File: config.mk
export PLATFORM = sky130hd
export DESIGN_NAME = mc_seq_regs_flat
export DESIGN_NICKNAME = d
export VERILOG_FILES = /design/src/rtl/mc_seq_regs_pkg.sv /design/src/rtl/mc_seq_regs_if.sv /design/src/rtl/mc_seq_regs_next_pc.sv /design/src/rtl/mc_seq_regs.sv /design/src/flat_wrapper.sv
export SDC_FILE = /design/constraint.sdc
export NUM_CORES = 1
export LEC_CHECK = 0
export CAP_MARGIN = 25
export CELL_PAD_IN_SITES_DETAIL_PLACEMENT = 0
export CELL_PAD_IN_SITES_GLOBAL_PLACEMENT = 1
export CORE_MARGIN = 4
export CORE_UTILIZATION = 34
export CTS_BUF_LIST = sky130_fd_sc_hd__clkbuf_16
export DETAILED_ROUTE_END_ITERATION = 6
export GPL_TIMING_DRIVEN = 0
export HOLD_SLACK_MARGIN = 0.06
export PLACE_DENSITY_LB_ADDON = 0.1
export SETUP_SLACK_MARGIN = 0.02
export SYNTH_ARGS = -nofsm -noshare
export SYNTH_HDL_FRONTEND = slang
export SYNTH_SLANG_ARGS = --single-unit
File: constraint.sdc
create_clock -name CLK -period 3.6 [get_ports CLK]
set_input_delay 0.72 -clock CLK [delete_from_list [all_inputs] [get_ports CLK]]
set_output_delay 0.72 -clock CLK [all_outputs]
set_load 0.05 [all_outputs]
File: src/rtl/mc_seq_regs_pkg.sv
// Shared constants for the multi-cycle sequencer register file: next-PC source encodings,
// micro-state numbering and the default reset PC.
package mc_seq_regs_pkg;

   localparam logic [31:0] RESET_PC_DEFAULT = 32'h0000_0000;
   localparam int unsigned UPC_W_DEFAULT    = 3;

   typedef logic [1:0] pcsrc_t;

   localparam pcsrc_t PCSRC_PC4  = 2'b00;
   localparam pcsrc_t PCSRC_ALU  = 2'b01;
   localparam pcsrc_t PCSRC_JALR = 2'b10;
   localparam pcsrc_t PCSRC_BR   = 2'b11;

   localparam logic [2:0] UPC_IF  = 3'd0;
   localparam logic [2:0] UPC_ID  = 3'd1;
   localparam logic [2:0] UPC_EX  = 3'd2;
   localparam logic [2:0] UPC_MEM = 3'd3;
   localparam logic [2:0] UPC_WB  = 3'd4;

   // JALR targets drop bit 0 of the computed address.
   function automatic logic [31:0] jalr_align(input logic [31:0] addr);
      return addr & 32'hFFFF_FFFE;
   endfunction

endpackage

File: src/rtl/mc_seq_regs_if.sv
// Controller/datapath bundle around the sequencer register file. The master side drives the
// controller strobes and datapath inputs; the slave side (mc_seq_regs) drives the register outputs.
interface mc_seq_regs_if
   import mc_seq_regs_pkg::*;
#(
   parameter int unsigned UPC_W = UPC_W_DEFAULT
);
   logic [UPC_W-1:0] Updated_uPC;
   logic             IRWrite;
   logic             ALUWrite;
   logic             PCWrite;
   logic             isBranch;
   logic [1:0]       PCSrc;
   logic             IorD;
   logic             MemRead;
   logic             INSTR_FINISH;
   logic [31:0]      I_MEM_DI;
   logic [31:0]      D_MEM_DI;
   logic [31:0]      ALU_RESULT;
   logic [31:0]      IMM;
   logic [UPC_W-1:0] uPC;
   logic [31:0]      INSTR;
   logic [31:0]      PC;
   logic [31:0]      PC_PLUS4;
   logic [31:0]      ALU_OUT;
   logic [31:0]      MDR;
   logic [31:0]      MEM_ADDR;
   logic [31:0]      NUM_INST;

   modport master (
      output Updated_uPC, IRWrite, ALUWrite, PCWrite, isBranch, PCSrc, IorD, MemRead,
             INSTR_FINISH, I_MEM_DI, D_MEM_DI, ALU_RESULT, IMM,
      input  uPC, INSTR, PC, PC_PLUS4, ALU_OUT, MDR, MEM_ADDR, NUM_INST
   );

   modport slave (
      input  Updated_uPC, IRWrite, ALUWrite, PCWrite, isBranch, PCSrc, IorD, MemRead,
             INSTR_FINISH, I_MEM_DI, D_MEM_DI, ALU_RESULT, IMM,
      output uPC, INSTR, PC, PC_PLUS4, ALU_OUT, MDR, MEM_ADDR, NUM_INST
   );

endinterface

File: src/rtl/mc_seq_regs_next_pc.sv
// Combinational next-PC select driven by the decision latched in the last EX cycle.
module mc_next_pc
   import mc_seq_regs_pkg::*;
(
   input  pcsrc_t      pcsrc,
   input  logic        taken,
   input  logic [31:0] target,
   input  logic [31:0] alu_out,
   input  logic [31:0] pc,
   output logic [31:0] pc_plus4,
   output logic [31:0] next_pc
);

   assign pc_plus4 = pc + 32'd4;

   // Select the committed PC source; a not-taken branch falls through to PC+4.
   always_comb begin
      next_pc = pc_plus4;
      case (pcsrc)
         PCSRC_PC4:  next_pc = pc_plus4;
         PCSRC_ALU:  next_pc = alu_out;
         PCSRC_JALR: next_pc = jalr_align(alu_out);
         PCSRC_BR: begin
            if (taken) begin
               next_pc = target;
            end else begin
               next_pc = pc_plus4;
            end
         end
         default:    next_pc = pc_plus4;
      endcase
   end

endmodule

File: src/rtl/mc_seq_regs.sv
// Sequencer register file: uPC, IR, PC, ALU_OUT, MDR and the latched next-PC decision.
// Optional retired-instruction counter enabled by defining MC_INSTR_COUNT_EN.
module mc_seq_regs
   import mc_seq_regs_pkg::*;
#(
   parameter logic [31:0] RESET_PC = RESET_PC_DEFAULT,
   parameter int unsigned UPC_W    = UPC_W_DEFAULT
)
(
   input logic          CLK,
   input logic          RSTn,
   mc_seq_regs_if.slave bus
);

   logic [UPC_W-1:0] upc_r;
   logic [31:0]      instr_r;
   logic [31:0]      pc_r;
   logic [31:0]      alu_out_r;
   logic [31:0]      mdr_r;
   pcsrc_t           pcsrc_r;
   logic             taken_r;
   logic [31:0]      target_r;
   logic [31:0]      next_pc_s;
   logic [31:0]      pc_plus4_s;

   mc_next_pc u_next_pc (
      .pcsrc    (pcsrc_r),
      .taken    (taken_r),
      .target   (target_r),
      .alu_out  (alu_out_r),
      .pc       (pc_r),
      .pc_plus4 (pc_plus4_s),
      .next_pc  (next_pc_s)
   );

   // Micro-state follows the controller every cycle, illegal codes included.
   always_ff @(posedge CLK or negedge RSTn) begin
      if (!RSTn) begin
         upc_r <= {UPC_W{1'b0}};
      end else begin
         upc_r <= bus.Updated_uPC;
      end
   end

   // Instruction register and PC; PC commits from the pre-edge latched decision.
   always_ff @(posedge CLK or negedge RSTn) begin
      if (!RSTn) begin
         instr_r <= 32'h0000_0000;
         pc_r    <= RESET_PC;
      end else begin
         if (bus.IRWrite) begin
            instr_r <= bus.I_MEM_DI;
         end
         if (bus.PCWrite) begin
            pc_r <= next_pc_s;
         end
      end
   end

   // EX-cycle capture of the ALU result and the next-PC decision.
   always_ff @(posedge CLK or negedge RSTn) begin
      if (!RSTn) begin
         alu_out_r <= 32'h0000_0000;
         pcsrc_r   <= PCSRC_PC4;
         taken_r   <= 1'b0;
         target_r  <= 32'h0000_0000;
      end else if (bus.ALUWrite) begin
         alu_out_r <= bus.ALU_RESULT;
         pcsrc_r   <= bus.PCSrc;
         taken_r   <= bus.isBranch & bus.ALU_RESULT[0];
         target_r  <= pc_r + bus.IMM;
      end
   end

   // Memory data register loads only on data-side reads.
   always_ff @(posedge CLK or negedge RSTn) begin
      if (!RSTn) begin
         mdr_r <= 32'h0000_0000;
      end else if (bus.MemRead && bus.IorD) begin
         mdr_r <= bus.D_MEM_DI;
      end
   end

`ifdef MC_INSTR_COUNT_EN
   logic [31:0] num_inst_r;

   // Retired-instruction counter, wraps modulo 2^32.
   always_ff @(posedge CLK or negedge RSTn) begin
      if (!RSTn) begin
         num_inst_r <= 32'h0000_0000;
      end else if (bus.INSTR_FINISH) begin
         num_inst_r <= num_inst_r + 32'd1;
      end
   end

   assign bus.NUM_INST = num_inst_r;
`else
   assign bus.NUM_INST = 32'h0000_0000;
`endif

   assign bus.uPC      = upc_r;
   assign bus.INSTR    = instr_r;
   assign bus.PC       = pc_r;
   assign bus.PC_PLUS4 = pc_plus4_s;
   assign bus.ALU_OUT  = alu_out_r;
   assign bus.MDR      = mdr_r;
   assign bus.MEM_ADDR = bus.IorD ? alu_out_r : pc_r;

endmodule

File: src/flat_wrapper.sv
// flat-port wrapper written by rule: the top's interface ports become plain ports
module mc_seq_regs_flat import mc_seq_regs_pkg::*;
#(
   parameter logic [31:0] RESET_PC = RESET_PC_DEFAULT,
   parameter int unsigned UPC_W    = UPC_W_DEFAULT
)
  (CLK, RSTn, bus_Updated_uPC, bus_IRWrite, bus_ALUWrite, bus_PCWrite, bus_isBranch, bus_PCSrc, bus_IorD, bus_MemRead, bus_INSTR_FINISH, bus_I_MEM_DI, bus_D_MEM_DI, bus_ALU_RESULT, bus_IMM, bus_uPC, bus_INSTR, bus_PC, bus_PC_PLUS4, bus_ALU_OUT, bus_MDR, bus_MEM_ADDR, bus_NUM_INST);
  mc_seq_regs_if #(.UPC_W(UPC_W)) bus_i ();
  input logic CLK;
  input logic RSTn;
  input wire logic [$bits(bus_i.Updated_uPC)-1:0] bus_Updated_uPC;
  input wire logic [$bits(bus_i.IRWrite)-1:0] bus_IRWrite;
  input wire logic [$bits(bus_i.ALUWrite)-1:0] bus_ALUWrite;
  input wire logic [$bits(bus_i.PCWrite)-1:0] bus_PCWrite;
  input wire logic [$bits(bus_i.isBranch)-1:0] bus_isBranch;
  input wire logic [$bits(bus_i.PCSrc)-1:0] bus_PCSrc;
  input wire logic [$bits(bus_i.IorD)-1:0] bus_IorD;
  input wire logic [$bits(bus_i.MemRead)-1:0] bus_MemRead;
  input wire logic [$bits(bus_i.INSTR_FINISH)-1:0] bus_INSTR_FINISH;
  input wire logic [$bits(bus_i.I_MEM_DI)-1:0] bus_I_MEM_DI;
  input wire logic [$bits(bus_i.D_MEM_DI)-1:0] bus_D_MEM_DI;
  input wire logic [$bits(bus_i.ALU_RESULT)-1:0] bus_ALU_RESULT;
  input wire logic [$bits(bus_i.IMM)-1:0] bus_IMM;
  output wire logic [$bits(bus_i.uPC)-1:0] bus_uPC;
  output wire logic [$bits(bus_i.INSTR)-1:0] bus_INSTR;
  output wire logic [$bits(bus_i.PC)-1:0] bus_PC;
  output wire logic [$bits(bus_i.PC_PLUS4)-1:0] bus_PC_PLUS4;
  output wire logic [$bits(bus_i.ALU_OUT)-1:0] bus_ALU_OUT;
  output wire logic [$bits(bus_i.MDR)-1:0] bus_MDR;
  output wire logic [$bits(bus_i.MEM_ADDR)-1:0] bus_MEM_ADDR;
  output wire logic [$bits(bus_i.NUM_INST)-1:0] bus_NUM_INST;
  assign bus_i.Updated_uPC = bus_Updated_uPC;
  assign bus_i.IRWrite = bus_IRWrite;
  assign bus_i.ALUWrite = bus_ALUWrite;
  assign bus_i.PCWrite = bus_PCWrite;
  assign bus_i.isBranch = bus_isBranch;
  assign bus_i.PCSrc = bus_PCSrc;
  assign bus_i.IorD = bus_IorD;
  assign bus_i.MemRead = bus_MemRead;
  assign bus_i.INSTR_FINISH = bus_INSTR_FINISH;
  assign bus_i.I_MEM_DI = bus_I_MEM_DI;
  assign bus_i.D_MEM_DI = bus_D_MEM_DI;
  assign bus_i.ALU_RESULT = bus_ALU_RESULT;
  assign bus_i.IMM = bus_IMM;
  assign bus_uPC = bus_i.uPC;
  assign bus_INSTR = bus_i.INSTR;
  assign bus_PC = bus_i.PC;
  assign bus_PC_PLUS4 = bus_i.PC_PLUS4;
  assign bus_ALU_OUT = bus_i.ALU_OUT;
  assign bus_MDR = bus_i.MDR;
  assign bus_MEM_ADDR = bus_i.MEM_ADDR;
  assign bus_NUM_INST = bus_i.NUM_INST;
  mc_seq_regs #(.RESET_PC(RESET_PC), .UPC_W(UPC_W)) u_core (.CLK(CLK), .RSTn(RSTn), .bus(bus_i));
endmodule
Fig. 1: run 1, M1 wires
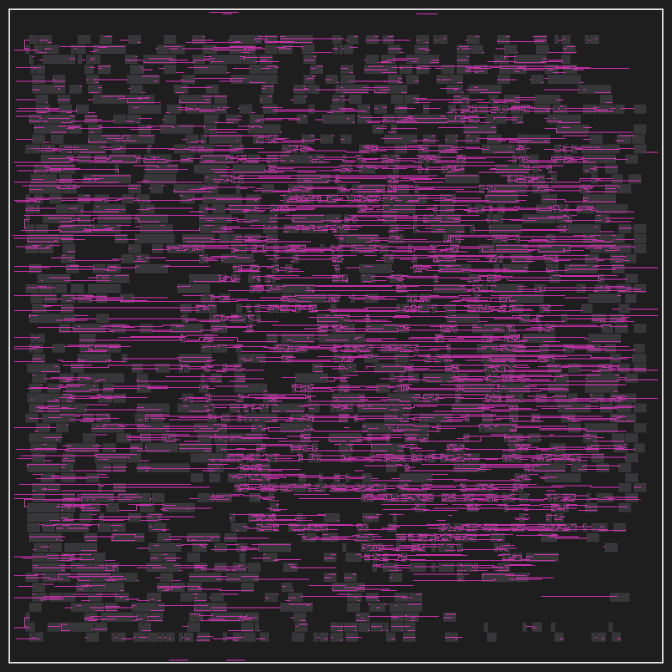
wire length on this layer: 16000 µm
share of all routed wire: 43%

Fig. 2: run 1, M2 wires
Bar = 50 µm.
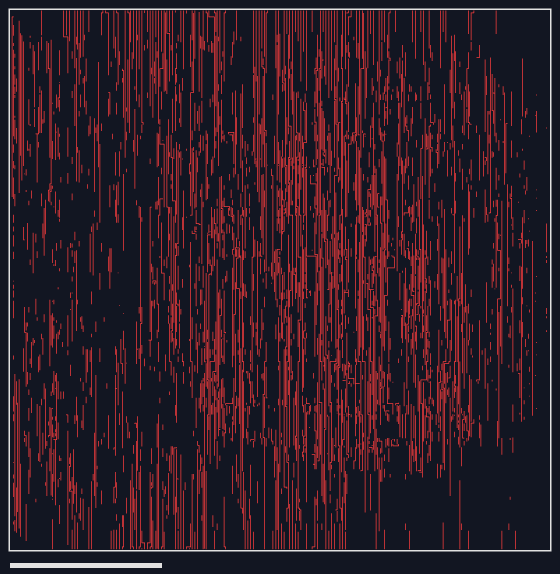
nets with wire on the layer: 1293
longest straight run: 59.3 µm
main direction: vertical
wire length on this layer: 17700 µm

==> flow_metrics.env, run 1 <==
# flow metrics
export IMPL_status="completed"
export IMPL_fin_crit_ns=3.51
export IMPL_ff_latch_area_um2=4160
export IMPL_post_cts_buffers=0
export IMPL_nClkBuffers=17
export IMPL_fin_crit_sh=0.974
export IMPL_ys_seq_share=0.422
export IMPL_buf_share=0.264
export IMPL_seq_power_share=0.309
export IMPL_antenna_found_initial=0
export IMPL_grt_total_usage=0.230
export IMPL_hold_viol=0
export IMPL_synthFlopType="dfrtp_1"
export IMPL_comb_area_um2=5280
export IMPL_critPathSlowestCell="clkdlybuf4s50_1"
export IMPL_critPathLaunchType="input pin"
export IMPL_grt_first_pass_wirelength_mm=55.2
export IMPL_inv_count=15
export IMPL_core_um2=28200
export IMPL_worst_pin_slew_ns=1.09
export IMPL_layout_setup_ws_ns=0.0944
export IMPL_largest_area_cell="dfrtp_1"
export IMPL_finalSetupViolCount=0
export IMPL_cp_arrival_ns=2.79
export IMPL_hp_class="input pin to asynchronous set/reset pin"
export IMPL_nFlopsAndLatches=166
export IMPL_grt_max_degree=98
export IMPL_rsz0062_at_grt="yes"
export IMPL_pre_cts_ws_ns=-0.886
export IMPL_avgViaCountPerCell=5.11
export IMPL_io_buffers=333
export IMPL_critPathCaptureType="output port"
export IMPL_clkSlewWorstSetupHoldPaths_ns=0.07
export IMPL_synth_cells=938
export IMPL_sw_frac_of_total=0.438
export IMPL_p_comb_frac=0.455
export IMPL_synth_flops=166
export IMPL_placedCellCount=1681
export IMPL_yosysWarnings=0
export IMPL_die_h_um=178
export IMPL_cp_cell_sequence="clkdlybuf4s50_1 > clkbuf_2 > clkbuf_4 > mux2_2 > dlygate4sd2_1"
export IMPL_io_pin_count=369
export IMPL_n_antenna_cell=0
export IMPL_power_internal_mw=4.73
export IMPL_clock_latency_ns=0.44
export IMPL_peakVddDrop_mv=0.320
export IMPL_drv_cap=0
export IMPL_rows=61
export IMPL_top_cells_by_area="dfrtp_1 (42%), mux2_2 (16%), ha_1 (4.6%), a21oi_1 (3.1%), xnor2_1 (2.9%)"
export IMPL_yosysTopAreaCellShare=0.422
export IMPL_die_w_um=178
export IMPL_power_leakage_nw=6.11
export IMPL_sh_comb_area=0.367
export IMPL_fmax_mhz=285
export IMPL_setup_tns_ns=0
export IMPL_via_count=8756
export IMPL_cts_made_buffers=17
export IMPL_p_clk_frac=0.236
export IMPL_taps=378
export IMPL_cts_path_max_buffers=2
export IMPL_logic_gates=699
export IMPL_power_mw=8.43
export IMPL_chip_area_um2=31700
export IMPL_final_area_um2=14400
export IMPL_synth_cell_type_count=76
export IMPL_area_growth_pct=46.3
export IMPL_clock_area_frac=0.0426
export IMPL_ant_nets=0
export IMPL_drt_wl_total_mm=37.0
export IMPL_power_density_nw_per_um2=586
export IMPL_slew_viol_final=0
export IMPL_layout_top_cells="clkdlybuf4s50_1 (285), dfrtp_1 (164), mux2_2 (144)"
export IMPL_hold_buffers=0
export IMPL_ys_area_um2=9830
export IMPL_critical_path_class="input pin to output port"
export IMPL_syn_mean_instance_area_um2=10.5
export IMPL_ys_top_cells_by_count="dfrtp_1 (166), mux2_2 (144), a21oi_1 (60), nand2_1 (57), nor2_1 (57)"
export IMPL_syn_area_um2=9830
export IMPL_drt_iter0_markers=523
export IMPL_critPathMaxFanout=10
export IMPL_synth_most_common_cell="dfrtp_1"
export IMPL_place_area_um2=13800
export IMPL_cp_slowest_stage_delay_ns=0.47
export IMPL_p_sw_mw=3.69
Fig. 3: run 1, met3 routing
Bar = 50 µm.
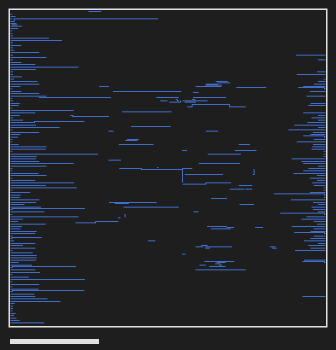
share of all routed wire: 8.2%
wire length on this layer: 3050 µm
nets with wire on the layer: 255

Fig. 4: run 1, clock wiring as the flow saved it
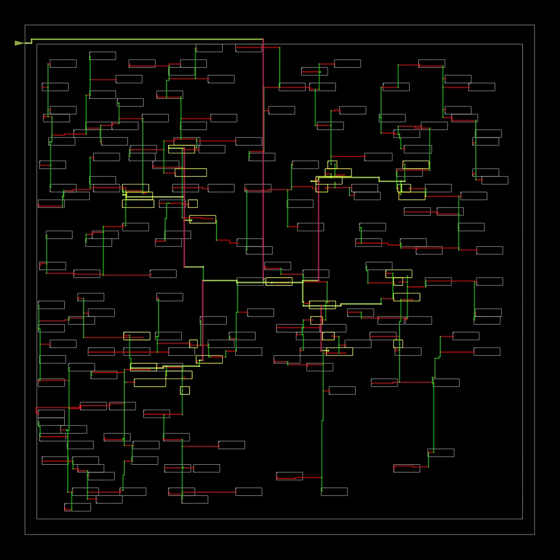
Clk power: 1.99 mW
CTS sink count: 166

## run 1: per-layer routing
metal	wire, µm	track usage	vias up
met5	0	0	-
met4	261	0.0387	0
met3	3050	0.0659	14
met2	17700	0.381	346
met1	16000	0.306	4278
li1	-	-	4118
## run 1: power groups by stage
stage	clock network [mW]	logic (mW)	registers, mW
3_5_place_dp	0	3.88	2.64
3_3_place_gp	0	3.87	2.63
6_report	1.99	3.83	2.60
4_1_cts	2.04	3.84	2.61
2_1_floorplan	0	1.90	3.20
5_1_grt	2.11	4.08	2.65
## run 1: state kept, by name (all words and copies together) (netlist names)
register	count
u_core.bus.ALU_OUT	32
u_core.bus.PC	32
u_core.pcsrc_r	2
u_core.bus.INSTR	32
u_core.target_r	32
u_core.bus.MDR	32
u_core.taken_r	1
u_core.bus.uPC	3
## run 1: final timing paths
check	start	to	slack [ns]	depth (start not counted)
max in group asynchronous	RSTn	u_core.bus.MDR[18]	2.41	2
setup reg to reg	u_core.bus.PC[0]	u_core.target_r[20]	0.44	9
hold / removal	RSTn	u_core.target_r[29]	0.25	1
min in group CLK	u_core.bus.INSTR[31]	u_core.bus.INSTR[31]	0.51	1
setup / recovery	bus_IorD	bus_MEM_ADDR[21]	0.09	5
hold reg to reg	u_core.bus.INSTR[31]	u_core.bus.INSTR[31]	0.51	1
## run 1: kinds of logic (layout without fill, tap and decap cells)
kind of cell,after synthesis,count (layout),share of synthesized area
AND-OR/OR-AND,227,227,0.155
multiplexers,148,148,0.169
XOR/XNOR,49,49,0.0452
buffers and inverters,104,471,0.0542
AND/OR/NAND/NOR,206,206,0.106
adder cells (fa/ha/maj),37,37,0.0478
other,1,32,0.000381
flip-flops,166,166,0.422
## run 1: critical path, delay by kind of cell
family	cells	cell delay (ns)
muxes	1	0.40
buffers and inverters	4	1.64
## Run 2: what changed since run 1
--- a/config.mk
+++ b/config.mk
@@ -12,6 +12,7 @@
 export CORE_UTILIZATION = 34
 export CTS_BUF_LIST = sky130_fd_sc_hd__clkbuf_16
 export DETAILED_ROUTE_END_ITERATION = 6
+export GPL_ROUTABILITY_DRIVEN = 0
 export GPL_TIMING_DRIVEN = 0
 export HOLD_SLACK_MARGIN = 0.06
 export PLACE_DENSITY_LB_ADDON = 0.1
Fig. 5: run 2, M2 wires
Bar = 50 µm.
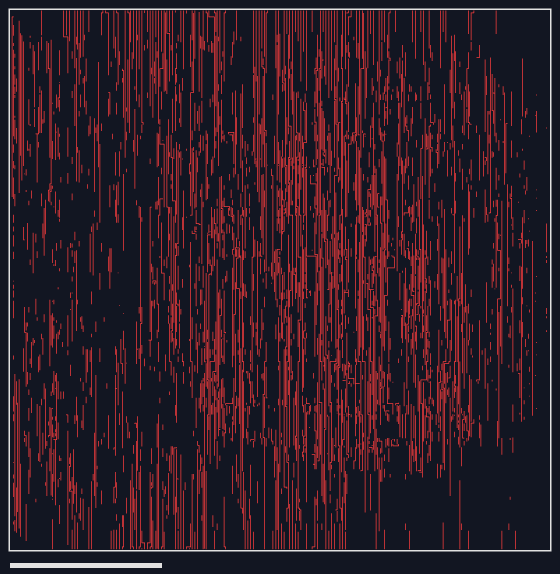
wire length on this layer: 17700 µm
longest straight run: 59.3 µm
main direction: vertical
share of all routed wire: 48%
nets with wire on the layer: 1293

Fig. 6: run 2, M1 wires
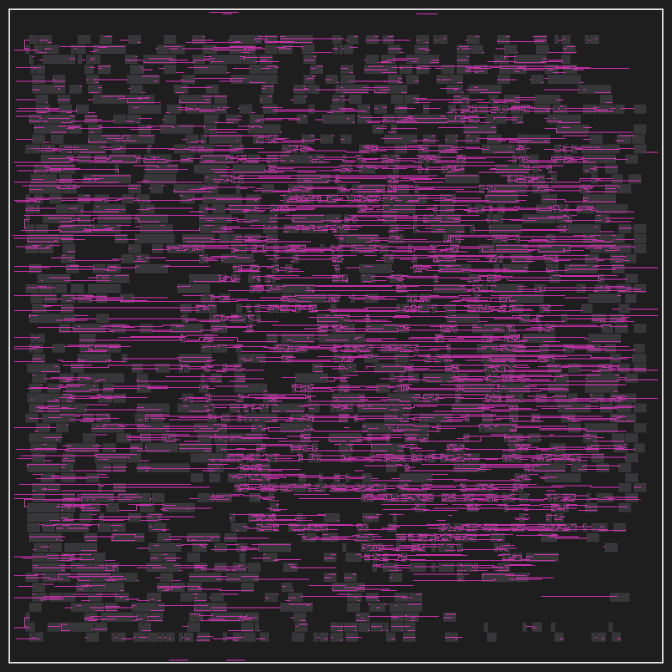
Vias: 8756
grt met1 use: 0.306
final wirelength: 37.0 mm

==> run 2 against run 1 <==
Against the previous run: worst hold slack stayed put; combinational power about the same; global-route usage unchanged; non-clock buffer count is the same; sequential share of layout area is the same; first-iteration DRC count stayed put; register-to-register slack about the same; fmax stayed put; critical path type unchanged; highest routed layer unchanged.
==> flow_metrics.env, run 2 <==
# flow metrics
export IMPL_rsz0062_at_grt="yes"
export IMPL_die_w_um=178
export IMPL_seq_power_share=0.309
export IMPL_cts_sinks=166
export IMPL_io_buffers=333
export IMPL_synth_cell_type_count=76
export IMPL_power_density_nw_per_um2=586
export IMPL_area_growth_pct=46.3
export IMPL_syn_mean_instance_area_um2=10.5
export IMPL_drv_cap=0
export IMPL_synth_xor_area_share=0.0452
export IMPL_layout_setup_ws_ns=0.0944
export IMPL_fmax_mhz=285
export IMPL_avgViaCountPerCell=5.11
export IMPL_layout_top_cells="clkdlybuf4s50_1 (285), dfrtp_1 (164), mux2_2 (144)"
export IMPL_syn_area_um2=9830
export IMPL_hp_class="input pin to asynchronous set/reset pin"
export IMPL_power_leakage_nw=6.11
export IMPL_synthFlopType="dfrtp_1"
export IMPL_place_area_um2=13800
export IMPL_ys_top_cells_by_count="dfrtp_1 (166), mux2_2 (144), a21oi_1 (60), nand2_1 (57), nor2_1 (57)"
export IMPL_critical_path_class="input pin to output port"
export IMPL_critPathMaxFanout=10
export IMPL_pre_cts_ws_ns=-0.886
export IMPL_critPathLaunchType="input pin"
export IMPL_slew_viol_final=0
export IMPL_placedCellCount=1681
export IMPL_ant_nets=0
export IMPL_synthSimpleGateAreaFrac=0.106
export IMPL_fin_crit_sh=0.974
export IMPL_clock_latency_ns=0.44
export IMPL_hold_viol=0
export IMPL_cts_made_buffers=17
export IMPL_setup_tns_ns=0
export IMPL_hold_buffers=0
export IMPL_p_sw_mw=3.69
export IMPL_p_clk_frac=0.236
export IMPL_critPathCaptureType="output port"
export IMPL_die_h_um=178
export IMPL_synthMuxAreaShare=0.169
export IMPL_status="completed"
run 2: cell counts after synthesis:
No cell type changed its count.
run 2: layout make-up:
| cell class | instances | area (µm²) |
|---|---|---|
| fill | 2662 | 13800 |
| multi-input combinational | 699 | 5280 |
| sequential | 166 | 4160 |
| timing repair buffer | 336 | 3310 |
| buffer | 89 | 488 |
| tap | 378 | 473 |
| clock buffer | 17 | 425 |
| clock inverter | 14 | 188 |
| inverter | 15 | 56.3 |
run 2: worst max-delay path by stage:
stage,startpoint,to,slack (ns),cells after the start
after floorplan,u_core.bus.PC[3],bus_PC_PLUS4[28],0.08,7
after global placement,RSTn,u_core.bus.uPC[2],-5.92,1
after detailed placement,bus_IorD,bus_MEM_ADDR[21],-0.89,5
after CTS,u_core.bus.PC[2],bus_PC_PLUS4[22],0.02,7
after global routing,u_core.bus.PC[7],bus_PC_PLUS4[31],0.02,8
final,bus_IorD,bus_MEM_ADDR[21],0.09,5
run 2: power groups by stage:
stage                     clock network, mW  registers [mW]  logic, mW
after floorplan                           0            3.20       1.90
after global placement                    0            2.63       3.87
after detailed placement                  0            2.64       3.88
after CTS                              2.04            2.61       3.84
after global routing                   2.11            2.65       4.08
final                                  1.99            2.60       3.83
run 2: routing by layer:
layer / GRT usage / wire, µm
met3: 0.0659 / 3050
met5: 0 / 0
met2: 0.381 / 17700
met4: 0.0387 / 261
met1: 0.306 / 16000
run 2: repair_timing:
| item | in CTS | in global routing |
|---|---|---|
| endpoints found under the setup margin | 52 | 17 |
| setup buffers | 0 | 2 |
| resized | 84 | 22 |
run 2: critical path: stages:
cell and delay [ns]:
clkdlybuf4s50_1 0.47, clkbuf_2 0.37, clkbuf_4 0.37, mux2_2 0.40
dlygate4sd2_1 0.43
Power is estimated from default activity; no workload was simulated.
